Figure 1. Routed metal per tile.
Scale: 4 px per um. 17 x 17 tiles, from white (low) to dark blue (high), scaled to the fullest tile. Values are wire area over tile area, all layers added.
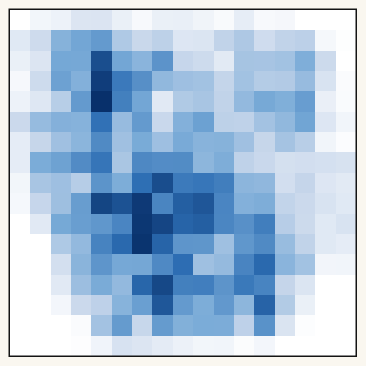
Figure 2. Gate-type map.
Scale: 6 px per um.
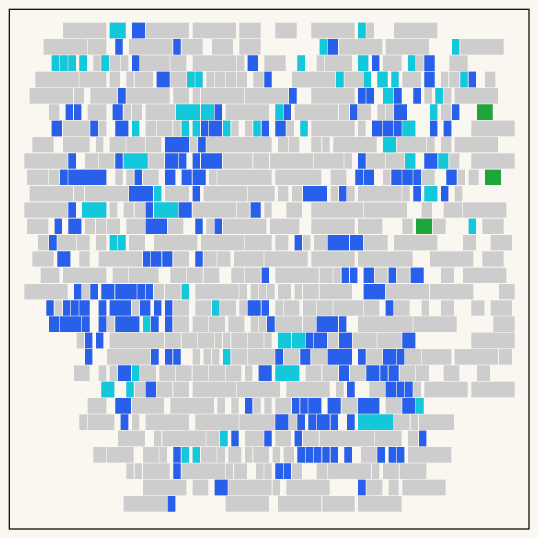
Figure 3. A small window of the routed layout.
Region (28, 11) to (58, 41) um. Cells in grey, sequential cells in the stronger grey; small squares are vias.
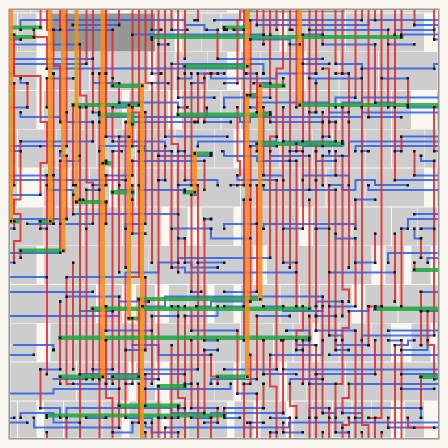
Figure 4. M4 wires.
Scale: 6 px per um. Supply wires on this layer in grey.
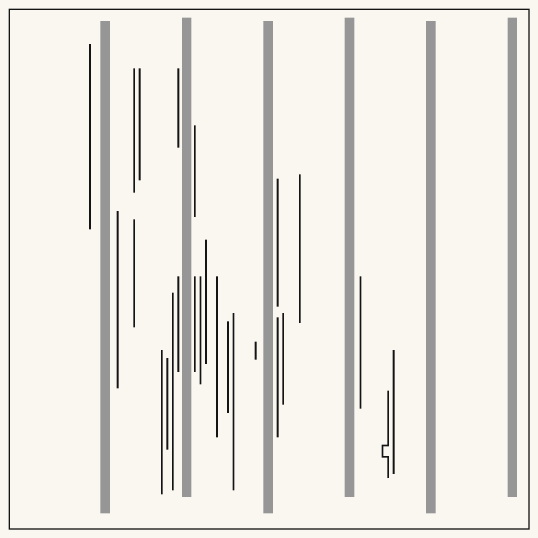
Figure 5. Routing congestion.
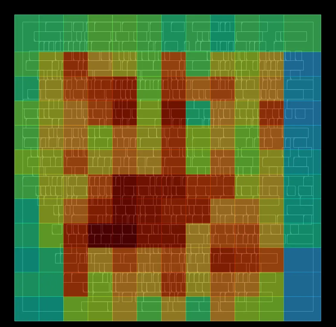
File: src/rtl/keypad_pkg.sv
// keypad_pkg: shared types, key constants and helpers for the 4x4 keypad
// decoder. Holds the debounce state enum, the hex key codes, the
// (column,row) -> key code map and a 16-bit popcount used to reject ghosts.
package keypad_pkg;

    typedef enum logic [1:0] {
        IDLE    = 2'd0,
        CAND    = 2'd1,
        PRESSED = 2'd2
    } dbnc_state_e;

    localparam logic [3:0] KEY_0 = 4'h0;
    localparam logic [3:0] KEY_1 = 4'h1;
    localparam logic [3:0] KEY_2 = 4'h2;
    localparam logic [3:0] KEY_3 = 4'h3;
    localparam logic [3:0] KEY_4 = 4'h4;
    localparam logic [3:0] KEY_5 = 4'h5;
    localparam logic [3:0] KEY_6 = 4'h6;
    localparam logic [3:0] KEY_7 = 4'h7;
    localparam logic [3:0] KEY_8 = 4'h8;
    localparam logic [3:0] KEY_9 = 4'h9;
    localparam logic [3:0] KEY_A = 4'hA;
    localparam logic [3:0] KEY_B = 4'hB;
    localparam logic [3:0] KEY_C = 4'hC;
    localparam logic [3:0] KEY_D = 4'hD;
    localparam logic [3:0] KEY_E = 4'hE;
    localparam logic [3:0] KEY_F = 4'hF;

    // Operator aliases as seen by the game FSM.
    localparam logic [3:0] KEY_ADD = 4'hA;
    localparam logic [3:0] KEY_SUB = 4'hB;
    localparam logic [3:0] KEY_DIV = 4'hC;
    localparam logic [3:0] KEY_MUL = 4'hD;

    // Physical layout of the Pmod KYPD: column 0..3, row 0..3 -> hex code.
    function automatic logic [3:0] key_map(input logic [1:0] col, input logic [1:0] row);
        logic [3:0] code;
        case ({col, row})
            4'b00_00: code = KEY_1;
            4'b00_01: code = KEY_4;
            4'b00_10: code = KEY_7;
            4'b00_11: code = KEY_0;
            4'b01_00: code = KEY_2;
            4'b01_01: code = KEY_5;
            4'b01_10: code = KEY_8;
            4'b01_11: code = KEY_F;
            4'b10_00: code = KEY_3;
            4'b10_01: code = KEY_6;
            4'b10_10: code = KEY_9;
            4'b10_11: code = KEY_E;
            4'b11_00: code = KEY_A;
            4'b11_01: code = KEY_B;
            4'b11_10: code = KEY_C;
            4'b11_11: code = KEY_D;
            default:  code = KEY_0;
        endcase
        return code;
    endfunction

    // Number of set bits in a 16-bit pressed vector.
    function automatic logic [4:0] popcount16(input logic [15:0] vec);
        logic [4:0] cnt;
        cnt = 5'd0;
        for (int i = 0; i < 16; i++) begin
            cnt = cnt + {4'd0, vec[i]};
        end
        return cnt;
    endfunction

endpackage

File: src/rtl/keypad_if.sv
// keypad_if: decoded key bus from the keypad decoder to the game controller.
//   key_code  : hex code of the last accepted key
//   key_valid : one-cycle strobe on each accepted press
//   key_down  : high while the accepted key is held
// master = keypad_decoder (drives), slave = consumer (game FSM).
interface keypad_if;
    logic [3:0] key_code;
    logic       key_valid;
    logic       key_down;

    modport master (output key_code, output key_valid, output key_down);
    modport slave  (input  key_code, input  key_valid, input  key_down);
endinterface

File: src/rtl/keypad_scan.sv
// keypad_scan: drives the keypad columns, synchronizes the rows and builds a
// per-scan pressed vector. On the last sample of column 3 (scan_end) it
// reports the single pressed key, or no key when zero or several keys are
// down (ghost rejection).
// Ports:
//   clk, rst  : clock, synchronous active-high reset
//   row       : raw active-low rows from the pins
//   col       : active-low one-hot column drive
//   scan_end  : high on the sample cycle of column 3
//   raw_hit   : scan_end with exactly one key pressed in the scan
//   raw_key   : code of that key (meaningful with raw_hit)
module keypad_scan
    import keypad_pkg::*;
#(
    parameter int SCAN_CYCLES = 100000
) (
    input  logic       clk,
    input  logic       rst,
    input  logic [3:0] row,
    output logic [3:0] col,
    output logic       scan_end,
    output logic       raw_hit,
    output logic [3:0] raw_key
);

    localparam int DW = $clog2(SCAN_CYCLES);

    logic [3:0]    row_meta_r;
    logic [3:0]    row_sync_r;
    logic [DW-1:0] dwell_r;
    logic [1:0]    col_idx_r;
    logic [3:0]    col_r;
    logic [15:0]   pressed_r;

    logic          sample_s;
    logic          scan_end_s;
    logic [15:0]   vec_s;
    logic [4:0]    hit_cnt_s;
    logic [3:0]    hit_idx_s;

    assign sample_s   = (dwell_r == DW'(SCAN_CYCLES - 1));
    assign scan_end_s = sample_s && (col_idx_r == 2'd3);

    // Merge the current column's sample into the scan vector and locate the hit.
    always_comb begin
        vec_s = pressed_r;
        vec_s[{col_idx_r, 2'b00} +: 4] = pressed_r[{col_idx_r, 2'b00} +: 4] | ~row_sync_r;
        hit_cnt_s = popcount16(vec_s);
        hit_idx_s = 4'd0;
        for (int i = 0; i < 16; i++) begin
            hit_idx_s = vec_s[i] ? 4'(i) : hit_idx_s;
        end
    end

    // Row synchronizer, dwell/column counters and pressed-vector accumulation.
    always_ff @(posedge clk) begin
        if (rst) begin
            row_meta_r <= 4'hF;
            row_sync_r <= 4'hF;
            dwell_r    <= '0;
            col_idx_r  <= 2'd0;
            col_r      <= 4'b1110;
            pressed_r  <= 16'h0000;
        end else begin
            row_meta_r <= row;
            row_sync_r <= row_meta_r;
            if (sample_s) begin
                dwell_r   <= '0;
                col_idx_r <= col_idx_r + 2'd1;
                // Rotating the active-low one-hot keeps col == ~(1 << col_idx).
                col_r     <= {col_r[2:0], col_r[3]};
                pressed_r <= scan_end_s ? 16'h0000 : vec_s;
            end else begin
                dwell_r   <= dwell_r + DW'(1);
            end
        end
    end

    assign col      = col_r;
    assign scan_end = scan_end_s;
    assign raw_hit  = scan_end_s && (hit_cnt_s == 5'd1);
    assign raw_key  = key_map(hit_idx_s[3:2], hit_idx_s[1:0]);

endmodule

File: src/rtl/keypad_decoder.sv
// keypad_decoder: top level. Scans a 4x4 keypad through keypad_scan and
// debounces the per-scan result so each physical press yields exactly one
// key_valid strobe with its key_code.
// Ports:
//   clk, rst : clock, synchronous active-high reset
//   row      : raw active-low keypad rows (asynchronous)
//   col      : active-low one-hot column drive
//   key_bus  : keypad_if master (key_code, key_valid, key_down)
module keypad_decoder
    import keypad_pkg::*;
#(
    parameter int SCAN_CYCLES    = 100000,
    parameter int DEBOUNCE_SCANS = 4
) (
    input  logic       clk,
    input  logic       rst,
    input  logic [3:0] row,
    output logic [3:0] col,
    keypad_if.master   key_bus
);

    localparam int CW = $clog2(DEBOUNCE_SCANS + 1);

    logic          scan_end_s;
    logic          raw_hit_s;
    logic [3:0]    raw_key_s;

    dbnc_state_e   state_r, state_nx;
    logic [3:0]    cand_r, cand_nx;
    logic [CW-1:0] cnt_r, cnt_nx;
    logic [CW-1:0] rel_r, rel_nx;
    logic [CW-1:0] cnt_inc_s, rel_inc_s;
    logic [3:0]    key_code_r, key_code_nx;
    logic          key_valid_r, key_valid_nx;
    logic          key_down_r;

    keypad_scan #(
        .SCAN_CYCLES (SCAN_CYCLES)
    ) u_scan (
        .clk      (clk),
        .rst      (rst),
        .row      (row),
        .col      (col),
        .scan_end (scan_end_s),
        .raw_hit  (raw_hit_s),
        .raw_key  (raw_key_s)
    );

    assign cnt_inc_s = cnt_r + CW'(1);
    assign rel_inc_s = rel_r + CW'(1);

    // Debounce next-state logic; only advances on scan end.
    always_comb begin
        state_nx     = state_r;
        cand_nx      = cand_r;
        cnt_nx       = cnt_r;
        rel_nx       = rel_r;
        key_code_nx  = key_code_r;
        key_valid_nx = 1'b0;
        if (scan_end_s) begin
            case (state_r)
                IDLE: begin
                    if (raw_hit_s) begin
                        cand_nx = raw_key_s;
                        cnt_nx  = CW'(1);
                        if (DEBOUNCE_SCANS == 1) begin
                            state_nx     = PRESSED;
                            rel_nx       = '0;
                            key_code_nx  = raw_key_s;
                            key_valid_nx = 1'b1;
                        end else begin
                            state_nx = CAND;
                        end
                    end else begin
                        state_nx = IDLE;
                    end
                end
                CAND: begin
                    if (raw_hit_s && (raw_key_s == cand_r)) begin
                        cnt_nx = cnt_inc_s;
                        if (cnt_inc_s == CW'(DEBOUNCE_SCANS)) begin
                            state_nx     = PRESSED;
                            rel_nx       = '0;
                            key_code_nx  = cand_r;
                            key_valid_nx = 1'b1;
                        end else begin
                            state_nx = CAND;
                        end
                    end else if (raw_hit_s) begin
                        // A different single key restarts qualification.
                        cand_nx = raw_key_s;
                        cnt_nx  = CW'(1);
                    end else begin
                        state_nx = IDLE;
                        cnt_nx   = '0;
                    end
                end
                PRESSED: begin
                    if (!raw_hit_s) begin
                        if (rel_inc_s == CW'(DEBOUNCE_SCANS)) begin
                            state_nx = IDLE;
                            rel_nx   = '0;
                            cnt_nx   = '0;
                        end else begin
                            rel_nx = rel_inc_s;
                        end
                    end else begin
                        // Any key (even a different one) just holds the press.
                        rel_nx = '0;
                    end
                end
                default: begin
                    state_nx = IDLE;
                    cnt_nx   = '0;
                    rel_nx   = '0;
                end
            endcase
        end else begin
            state_nx = state_r;
        end
    end

    // Debounce state and output registers.
    always_ff @(posedge clk) begin
        if (rst) begin
            state_r     <= IDLE;
            cand_r      <= 4'h0;
            cnt_r       <= '0;
            rel_r       <= '0;
            key_code_r  <= 4'h0;
            key_valid_r <= 1'b0;
            key_down_r  <= 1'b0;
        end else begin
            state_r     <= state_nx;
            cand_r      <= cand_nx;
            cnt_r       <= cnt_nx;
            rel_r       <= rel_nx;
            key_code_r  <= key_code_nx;
            key_valid_r <= key_valid_nx;
            key_down_r  <= (state_nx == PRESSED);
        end
    end

    assign key_bus.key_code  = key_code_r;
    assign key_bus.key_valid = key_valid_r;
    assign key_bus.key_down  = key_down_r;

endmodule

File: src/flat_wrapper.sv
// flat-port wrapper written by rule: the top's interface ports become plain ports
module keypad_decoder_flat import keypad_pkg::*;
#(
    parameter int SCAN_CYCLES    = 100000,
    parameter int DEBOUNCE_SCANS = 4
)
  (clk, rst, row, col, key_bus_key_code, key_bus_key_valid, key_bus_key_down);
  keypad_if key_bus_i ();
  input  logic clk;
  input  logic rst;
  input  logic [3:0] row;
  output logic [3:0] col;
  output wire logic [$bits(key_bus_i.key_code)-1:0] key_bus_key_code;
  output wire logic [$bits(key_bus_i.key_valid)-1:0] key_bus_key_valid;
  output wire logic [$bits(key_bus_i.key_down)-1:0] key_bus_key_down;
  assign key_bus_key_code = key_bus_i.key_code;
  assign key_bus_key_valid = key_bus_i.key_valid;
  assign key_bus_key_down = key_bus_i.key_down;
  keypad_decoder #(.SCAN_CYCLES(SCAN_CYCLES), .DEBOUNCE_SCANS(DEBOUNCE_SCANS)) u_core (.clk(clk), .rst(rst), .row(row), .col(col), .key_bus(key_bus_i));
endmodule
File: config.mk
export PLATFORM = sky130hd
export DESIGN_NAME = keypad_decoder_flat
export DESIGN_NICKNAME = d
export VERILOG_FILES = /design/src/rtl/keypad_pkg.sv /design/src/rtl/keypad_if.sv /design/src/rtl/keypad_scan.sv /design/src/rtl/keypad_decoder.sv /design/src/flat_wrapper.sv
export SDC_FILE = /design/constraint.sdc
export NUM_CORES = 1
export LEC_CHECK = 0
export ABC_AREA = 1
export CORE_MARGIN = 2
export CORE_UTILIZATION = 55
export DETAILED_ROUTE_END_ITERATION = 10
export PLACE_DENSITY = 0.74
export SKIP_LAST_GASP = 1
export SYNTH_ARGS = -nofsm -noshare
export SYNTH_HDL_FRONTEND = slang
export SYNTH_SLANG_ARGS = --single-unit
File: constraint.sdc
create_clock -name clk -period 5.2 [get_ports clk]
set_input_delay 1.04 -clock clk [delete_from_list [all_inputs] [get_ports clk]]
set_output_delay 1.04 -clock clk [all_outputs]
set_load 0.01 [all_outputs]
==> impl_metrics.ini <==
; generated from flow reports
[setup_path]
end_kind = flop
critical_path.most_common_cell = fa_1
path_max_fanout = 4
critPathLaunchType = flop
rrSetupSlack_ns = -0.23
slowest_delay_ns = 0.57
crit_cells = 31
startpoint = u_core.u_scan.col_idx_r[0]
crit_type = reg2reg

[final_layout]
fillerInstances = 463
finalNetCount = 648
antenna_cells = 0

[sta]
rsz0062_at_grt = yes
setup_viol = 18
period_needed_ns = 5.429
drv_slew = 0
fin_crit_sh_pct = 104.4
setup_ws_ns = -0.2288

[route]
drt_iter0_drc = 263
via_per_inst = 5.461
route.layer.met1.wl_mm = 4.175

[run_status]
status = finished, violations left
violations = negative setup slack

[pwr]
seqPwrFrac_pct = 50.4
p_sw_uw = 240.8
comb_power_share_pct = 6.5
p_per_area_nw_per_um2 = 198.9
ir_worst_vdd_mv = 0.1458

[yosys]
top_cells_by_count = nand2_1 (132), inv_1 (83), dfxtp_1 (65), nor2_1 (45), nand3_1 (32)
ys_sh_mux_pct = 0
syn_area_um2 = 3732
synth-async-reset-ratio_pct = 0
synthXorXnorAreaFrac_pct = 2.347
ys_cells = 523
flop_cell = dfxtp_1
post-synth-top-area-cell = dfxtp_1
ys_sh_adder_pct = 11.06

[cts]
post_cts_resized = 60
h-tree-depth = 3
worstSkewPairLatency_ns = 0.35

[die]
chip_area_um2 = 7461

[worst_hold_path]
hold_path_end = u_core.u_scan.row_sync_r[3]

[global_route]
use_met2_pct = 45.17
About Figure 1:
nearly empty tiles: 12%
fullest tile: 0.65
emptiest ninth of the die: bottom left
tiles over half the peak: 29%
mean over tiles: 0.23
densest ninth of the die: middle
final WL: 10.28 mm
GRT Total Usage: 26.75%
via count: 3823

About Figure 2:
| family | colour | cells | most used |
|---|---|---|---|
| nor cells | cyan | 58 | nor2_1 |
| nand cells | blue | 181 | nand2_1 |
| non-inverting ao/oa cells | green | 3 | o21a_1 |
Layout Cells excl Fill: 700
most numerous logic cell after layout: nand2_1
logic share of the area: 46.38%

About Figure 3:
| layer | colour |
|---|---|
| M3 | green |
| M2 | red |
| M1 | blue |
| M4 | orange |
sequential cells in the window: 1
netlist names of flops here include: `u_core.u_scan.pressed_r` (1)
cells with their middle in the window: 120
most frequent: buf_4 (30), nand2_1 (22), inv_1 (16)

About Figure 4:
wire length on this layer: 497 um
main direction: vertical
share of all routed wire: 4.8%
longest straight run: 32.6 um
nets with wire on the layer: 25

About Figure 5:
gr busiest metal: met2
fin util: 75.34%
met3 Usage GRT: 7.714%
WL/cell: 14.68 um
GR Util met1: 30.68%

flip-flops by register name, summed over array words and instances, names as in the netlist:
| signal | count |
|---|---|
| u_core.cand_r | 4 |
| u_core.state_r | 2 |
| u_core.rel_r | 3 |
| u_core.key_bus.key_valid | 1 |
| u_core.cnt_r | 3 |
| u_core.key_bus.key_code | 4 |
| u_core.u_scan.col_idx_r | 2 |
| u_core.u_scan.row_sync_r | 4 |
| u_core.u_scan.dwell_r | 17 |
| u_core.key_bus.key_down | 1 |
| u_core.u_scan.pressed_r | 16 |
| u_core.u_scan.row_meta_r | 4 |
| u_core.u_scan.col | 4 |
stage by stage:
step / util (%) / cells / setup TNS (ns) / hold WS [ns] / worst slack (ns)
2_1_floorplan: - / 523 / 0 / 0.3895 / 0.02371
3_3_place_gp: 63.76 / 648 / -3.455 / 0.3994 / -0.2470
3_5_place_dp: 63.76 / 648 / -5.209 / 0.3983 / -0.3944
4_1_cts: 72.87 / 693 / -1.226 / 0.4265 / -0.1046
5_1_grt: 75.34 / 700 / -7.147 / 0.4309 / -0.4987
6_report: 75.34 / 700 / -2.763 / 0.4215 / -0.2288
power groups by stage:
| stage | clock network [uW] | logic [uW] | registers [uW] |
|---|---|---|---|
| after floorplan | 0 | 39.4 | 515 |
| after global placement | 0 | 54.2 | 516 |
| after detailed placement | 0 | 55.5 | 516 |
| after CTS | 434 | 58.0 | 504 |
| after global routing | 460 | 72.1 | 505 |
| final | 432 | 65.3 | 504 |
layout make-up:
type | instances | share of cell area [%]
Multi-Input combinational cell | 360 | 46.38
Sequential cell | 65 | 25.95
Timing Repair Buffer | 89 | 14.72
Inverter | 89 | 6.935
Clock buffer | 11 | 2.809
Tap cell | 80 | 1.989
Clock inverter | 5 | 1.094
Timing Repair inverter | 1 | 0.1243
Power figures rest on the tool's default switching activity, not on a simulated workload.
